Figure 1. Wires at chosen ports, followed through buffers.
The bar under the picture is 20 microns long.
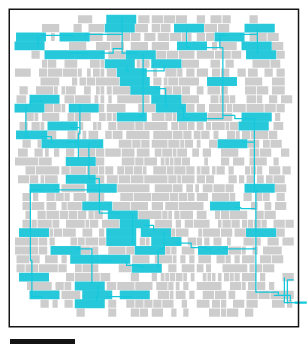
Figure 2. Cell placement.
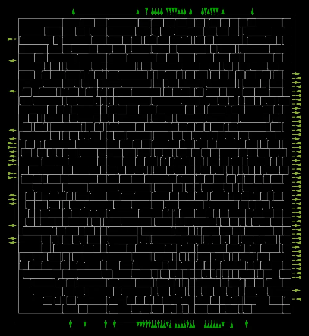
===== config.mk =====
export PLATFORM = sky130hd
export DESIGN_NAME = instr_encoder_flat
export DESIGN_NICKNAME = d
export VERILOG_FILES = /design/src/rtl/instr_encoder_if.sv /design/src/rtl/instr_encoder.sv /design/src/flat_wrapper.sv
export SDC_FILE = /design/constraint.sdc
export NUM_CORES = 1
export LEC_CHECK = 0
export ABC_CLOCK_PERIOD_IN_PS = 1800
export CORE_ASPECT_RATIO = 1.1
export CORE_UTILIZATION = 42
export CTS_BUF_LIST = sky130_fd_sc_hd__clkbuf_8
export DETAILED_ROUTE_END_ITERATION = 16
export PLACE_DENSITY_LB_ADDON = 0.08
export SYNTH_ARGS = -nofsm -noshare
export SYNTH_HDL_FRONTEND = slang
export SYNTH_SLANG_ARGS = --single-unit

===== constraint.sdc =====
create_clock -name clk -period 1.8 [get_ports clk]
set_clock_uncertainty 0.1 [all_clocks]
set_input_delay 0.36 -clock clk [delete_from_list [all_inputs] [get_ports clk]]
set_output_delay 0.36 -clock clk [all_outputs]
set_load 0.05 [all_outputs]

===== src/rtl/instr_encoder_if.sv =====
// instr_encoder_if: field-bundle input and instruction-word output of the
// instruction encoder, each side a valid/ready handshake.
//   in_valid/in_ready   : field bundle handshake (fmt, opcode, funct3, funct7,
//                         rd, rs1, rs2, imm)
//   out_valid/out_ready : encoded word handshake (out_word, out_addr)
// master = producer of fields / consumer of words, slave = the encoder.
interface instr_encoder_if #(
  parameter int ADDR_W = 8
);
  logic              in_valid;
  logic              in_ready;
  logic [2:0]        fmt;
  logic [6:0]        opcode;
  logic [2:0]        funct3;
  logic [6:0]        funct7;
  logic [4:0]        rd;
  logic [4:0]        rs1;
  logic [4:0]        rs2;
  logic [31:0]       imm;
  logic              out_valid;
  logic              out_ready;
  logic [31:0]       out_word;
  logic [ADDR_W-1:0] out_addr;

  modport master (
    output in_valid, fmt, opcode, funct3, funct7, rd, rs1, rs2, imm, out_ready,
    input  in_ready, out_valid, out_word, out_addr
  );

  modport slave (
    input  in_valid, fmt, opcode, funct3, funct7, rd, rs1, rs2, imm, out_ready,
    output in_ready, out_valid, out_word, out_addr
  );
endinterface


===== src/rtl/instr_encoder.sv =====
// instr_encoder: packs range-checked RV32I instruction fields into 32-bit
// instruction words and streams them out with an auto-incrementing word address.
//   clk, rst_n : clock (rising edge), asynchronous active-low reset
//   start      : one-cycle pulse; clears address/counters, drops any pending
//                word and enters RUN
//   bus        : instr_encoder_if.slave (field bundle in, encoded word out)
//   err        : one-cycle pulse the cycle after an illegal bundle is consumed
//   err_count  : saturating count of rejected bundles
//   full       : DEPTH words have been handed to the consumer
module instr_encoder #(
  parameter int ADDR_W = 8,
  parameter int DEPTH  = 256
) (
  input  logic              clk,
  input  logic              rst_n,
  input  logic              start,
  instr_encoder_if.slave    bus,
  output logic              err,
  output logic [7:0]        err_count,
  output logic              full
);

  localparam logic [1:0] ST_IDLE = 2'd0;
  localparam logic [1:0] ST_RUN  = 2'd1;
  localparam logic [1:0] ST_FULL = 2'd2;

  // Pointer is one bit wider than the address so it can reach DEPTH itself.
  localparam logic [ADDR_W:0] DEPTH_C = (ADDR_W + 1)'(DEPTH);

  logic [1:0]        state_r;
  logic [ADDR_W:0]   ptr_r;
  logic              out_valid_r;
  logic [31:0]       out_word_r;
  logic [ADDR_W-1:0] out_addr_r;
  logic              err_r;
  logic [7:0]        err_count_r;
  logic              full_r;
  logic              in_ready_s;
  logic              accept_s;
  logic              legal_s;
  logic              out_hs_s;
  logic [31:0]       word_s;

  // Standard RV32I field placement for each format.
  function automatic logic [31:0] pack_word(
    input logic [2:0]  f,
    input logic [6:0]  op,
    input logic [2:0]  f3,
    input logic [6:0]  f7,
    input logic [4:0]  d,
    input logic [4:0]  s1,
    input logic [4:0]  s2,
    input logic [31:0] im
  );
    logic [31:0] w;
    case (f)
      3'd0:    w = {f7, s2, s1, f3, d, op};
      3'd1:    w = {im[11:0], s1, f3, d, op};
      3'd2:    w = {im[11:5], s2, s1, f3, im[4:0], op};
      3'd3:    w = {im[12], im[10:5], s2, s1, f3, im[4:1], im[11], op};
      3'd4:    w = {im[31:12], d, op};
      3'd5:    w = {im[20], im[10:1], im[11], im[19:12], d, op};
      default: w = 32'h0000_0000;
    endcase
    return w;
  endfunction

  // An immediate is legal only if the packed word reproduces it exactly.
  function automatic logic is_legal(
    input logic [2:0]  f,
    input logic [6:0]  op,
    input logic [31:0] im
  );
    logic signed [31:0] s;
    logic               ok;
    s = $signed(im);
    case (f)
      3'd0:       ok = 1'b1;
      3'd1, 3'd2: ok = (s >= -32'sd2048) && (s <= 32'sd2047);
      3'd3:       ok = (s >= -32'sd4096) && (s <= 32'sd4094) && (im[0] == 1'b0);
      3'd4:       ok = (im[11:0] == 12'h000);
      3'd5:       ok = (s >= -32'sd1048576) && (s <= 32'sd1048574) && (im[0] == 1'b0);
      default:    ok = 1'b0;
    endcase
    return ok && (op[1:0] == 2'b11);
  endfunction

  // Input acceptance: only in RUN, not during start, with room in the output
  // register and while the word budget is not exhausted.
  always_comb begin
    in_ready_s = (state_r == ST_RUN) && !start && (!out_valid_r || bus.out_ready)
                 && (ptr_r < DEPTH_C);
    accept_s   = bus.in_valid && in_ready_s;
    out_hs_s   = out_valid_r && bus.out_ready;
    legal_s    = is_legal(bus.fmt, bus.opcode, bus.imm);
    word_s     = pack_word(bus.fmt, bus.opcode, bus.funct3, bus.funct7,
                           bus.rd, bus.rs1, bus.rs2, bus.imm);
  end

  // Mode FSM, write pointer and full flag.
  always_ff @(posedge clk or negedge rst_n) begin
    if (!rst_n) begin
      state_r <= ST_IDLE;
      ptr_r   <= '0;
      full_r  <= 1'b0;
    end else if (start) begin
      state_r <= ST_RUN;
      ptr_r   <= '0;
      full_r  <= 1'b0;
    end else begin
      if (accept_s && legal_s) begin
        ptr_r <= ptr_r + 1'b1;
      end
      // With the pointer at DEPTH the pending word must be the last one.
      if ((state_r == ST_RUN) && out_hs_s && (ptr_r == DEPTH_C)) begin
        state_r <= ST_FULL;
        full_r  <= 1'b1;
      end
    end
  end

  // Output word register: loads on a legal accept, clears on handshake.
  always_ff @(posedge clk or negedge rst_n) begin
    if (!rst_n) begin
      out_valid_r <= 1'b0;
      out_word_r  <= 32'h0000_0000;
      out_addr_r  <= '0;
    end else if (start) begin
      out_valid_r <= 1'b0;
    end else if (accept_s) begin
      out_valid_r <= legal_s;
      if (legal_s) begin
        out_word_r <= word_s;
        out_addr_r <= ptr_r[ADDR_W-1:0];
      end
    end else if (out_hs_s) begin
      out_valid_r <= 1'b0;
    end
  end

  // Reject pulse and saturating reject counter.
  always_ff @(posedge clk or negedge rst_n) begin
    if (!rst_n) begin
      err_r       <= 1'b0;
      err_count_r <= 8'd0;
    end else if (start) begin
      err_r       <= 1'b0;
      err_count_r <= 8'd0;
    end else begin
      err_r <= accept_s && !legal_s;
      if (accept_s && !legal_s && (err_count_r != 8'hFF)) begin
        err_count_r <= err_count_r + 8'd1;
      end
    end
  end

  assign bus.in_ready  = in_ready_s;
  assign bus.out_valid = out_valid_r;
  assign bus.out_word  = out_word_r;
  assign bus.out_addr  = out_addr_r;
  assign err           = err_r;
  assign err_count     = err_count_r;
  assign full          = full_r;

endmodule


===== src/flat_wrapper.sv =====
// flat-port wrapper written by rule: the top's interface ports become plain ports
module instr_encoder_flat 
#(
  parameter int ADDR_W = 8,
  parameter int DEPTH  = 256
)
  (clk, rst_n, start, err, err_count, full, bus_in_valid, bus_fmt, bus_opcode, bus_funct3, bus_funct7, bus_rd, bus_rs1, bus_rs2, bus_imm, bus_out_ready, bus_in_ready, bus_out_valid, bus_out_word, bus_out_addr);
  instr_encoder_if #(.ADDR_W(ADDR_W)) bus_i ();
  input  logic clk;
  input  logic rst_n;
  input  logic start;
  output logic err;
  output logic [7:0] err_count;
  output logic full;
  input wire logic [$bits(bus_i.in_valid)-1:0] bus_in_valid;
  input wire logic [$bits(bus_i.fmt)-1:0] bus_fmt;
  input wire logic [$bits(bus_i.opcode)-1:0] bus_opcode;
  input wire logic [$bits(bus_i.funct3)-1:0] bus_funct3;
  input wire logic [$bits(bus_i.funct7)-1:0] bus_funct7;
  input wire logic [$bits(bus_i.rd)-1:0] bus_rd;
  input wire logic [$bits(bus_i.rs1)-1:0] bus_rs1;
  input wire logic [$bits(bus_i.rs2)-1:0] bus_rs2;
  input wire logic [$bits(bus_i.imm)-1:0] bus_imm;
  input wire logic [$bits(bus_i.out_ready)-1:0] bus_out_ready;
  output wire logic [$bits(bus_i.in_ready)-1:0] bus_in_ready;
  output wire logic [$bits(bus_i.out_valid)-1:0] bus_out_valid;
  output wire logic [$bits(bus_i.out_word)-1:0] bus_out_word;
  output wire logic [$bits(bus_i.out_addr)-1:0] bus_out_addr;
  assign bus_i.in_valid = bus_in_valid;
  assign bus_i.fmt = bus_fmt;
  assign bus_i.opcode = bus_opcode;
  assign bus_i.funct3 = bus_funct3;
  assign bus_i.funct7 = bus_funct7;
  assign bus_i.rd = bus_rd;
  assign bus_i.rs1 = bus_rs1;
  assign bus_i.rs2 = bus_rs2;
  assign bus_i.imm = bus_imm;
  assign bus_i.out_ready = bus_out_ready;
  assign bus_in_ready = bus_i.in_ready;
  assign bus_out_valid = bus_i.out_valid;
  assign bus_out_word = bus_i.out_word;
  assign bus_out_addr = bus_i.out_addr;
  instr_encoder #(.ADDR_W(ADDR_W), .DEPTH(DEPTH)) u_core (.clk(clk), .rst_n(rst_n), .start(start), .bus(bus_i), .err(err), .err_count(err_count), .full(full));
endmodule

==> qor.csv <==
metric;value;unit
fin worst setup slack;-0.427;ns
fin crit share;1.24;
layout cells sized above 1;0.513;
GR Util met2;0.472;
Top Layout Cells;111 x buf_4, 59 x dfrtp_1, 33 x mux2_4, 33 x clkdlybuf4s50_1, 30 x buf_6;
Synth flops;61;
Setup Viol. Count Final;60;
Rel. slew slack;0.761;
CP Capture Type;flop;
total CTS buffers;9;
final net count;650;
FF+latch area;0.00153;sq mm
fillers;537;
Min-Delay Path Class;primary input to flop;
Logic pwr share;0.315;
CP required;1.93;ns
CTS resizes;160;
FFs w/ async S/R, synth;1.00;
sequential group share of total power;0.396;
Synth Instances;361;
Post-Place Setup Slack;-1.18;ns
vias in the first global route;3863;
fa+ha+maj area frac;0.0110;
Final ANT Viol Nets;0;
YS warnings;0;
logic area;0.00223;sq mm
Hold Path End;u_core.bus.out_word[15];
Residual DRC;0;
status;finished with violations;
Clk Tree Root Cell;clkbuf_8;
clock transition at the registers of the reported paths;0.07;ns
clock period minus worst slack;2.23;ns
violated checks;negative setup slack;
dominant register cell;dfrtp_1;
Slew Limit Fails;0;
switching share of total power;0.348;
routed wl met2;6.24;mm
leakage;2.87;nW
Basic Gates by Area;0.186;
final hold violations;0;
reg2reg start;u_core.full;
hpwl dp;7.83;mm
worst slew pin tran;0.359;ns
metal3 WL;800;microns
r2r endpoint;u_core.bus.out_word[24];
Seq power;1.53;mW
later-pin clock latency in the skew report;0.35;ns
Worst Setup EP;u_core.bus.out_word[24];
global route hottest layer;met2;
initial antenna violation count;0;
Vias/cell;5.53;
Top logic family;simple AND/OR/NAND/NOR gates;
## Picture notes: Figure 1
[cyan] rst_n | bits: 1 | direction: input | end cells: 61 | buffers: 3 | wire: 500 microns
I/O pin total: 124
IO Port Bufs: 123

## Picture notes: Figure 2
row count: 34
Core Region: 0.00791 sq mm
fin cells: 687
flop share of the area: 0.248
Flops: 61

state kept, by name (all words and copies together) (netlist names):
register,flops
u_core.bus.out_addr,8
u_core.bus.out_valid,1
u_core.bus.out_word,32
u_core.err,1
u_core.err_count,8
u_core.full,1
u_core.ptr_r,9
u_core.state_r,1
critical path, stage by stage:
cell and delay, ns:
buf_6 0.09, or4_4 0.54, nor4_4 0.20, nand3_2 0.11, a21oi_2 0.15, a32o_2 0.22
buf_6 0.11, buf_8 0.12, buf_12 0.14, mux2_4 0.30
cells in the mapped netlist (all sizes together) (2+ instances only):
master	number	area [sq um]
a21oi	23	119
a22o	8	71.3
a22oi	4	30.0
a31oi	5	31.3
a32o	2	22.5
and2	3	18.8
and3	6	37.5
buf	9	45.1
clkbuf	12	45.0
dfrtp	61	1530
ha	3	37.5
inv	21	78.8
mux2	34	383
mux2i	9	90.1
nand2	25	93.8
nand3	17	85.1
nand4	9	56.3
nor2	26	97.6
nor2b	7	43.8
nor3	5	25.0
nor4	9	71.3
o21ai	28	140
o22ai	2	12.5
o31ai	9	67.6
or2	2	12.5
or3	6	37.5
or4	5	41.3
stage by stage:
step,utilization,std cells,hold slack (ns),instance area (sq um),total power [mW]
4_1_cts,0.762,683,0.259,6030,3.81
2_1_floorplan,-,361,-0.0356,3460,2.11
6_report,0.779,687,0.264,6160,3.86
3_5_place_dp,0.659,647,0.297,5210,2.65
3_3_place_gp,0.659,647,0.296,5210,2.64
5_1_grt,0.779,687,0.254,6160,4.01
cell type report:
cell class | instances | area share
multi-input combinational | 258 | 0.362
timing repair buffer | 224 | 0.327
sequential | 61 | 0.248
clock buffer | 10 | 0.0223
tap | 108 | 0.0219
inverter | 21 | 0.0128
clock inverter | 5 | 0.00589
No activity file was given, so power comes from the tool's default toggle rates.
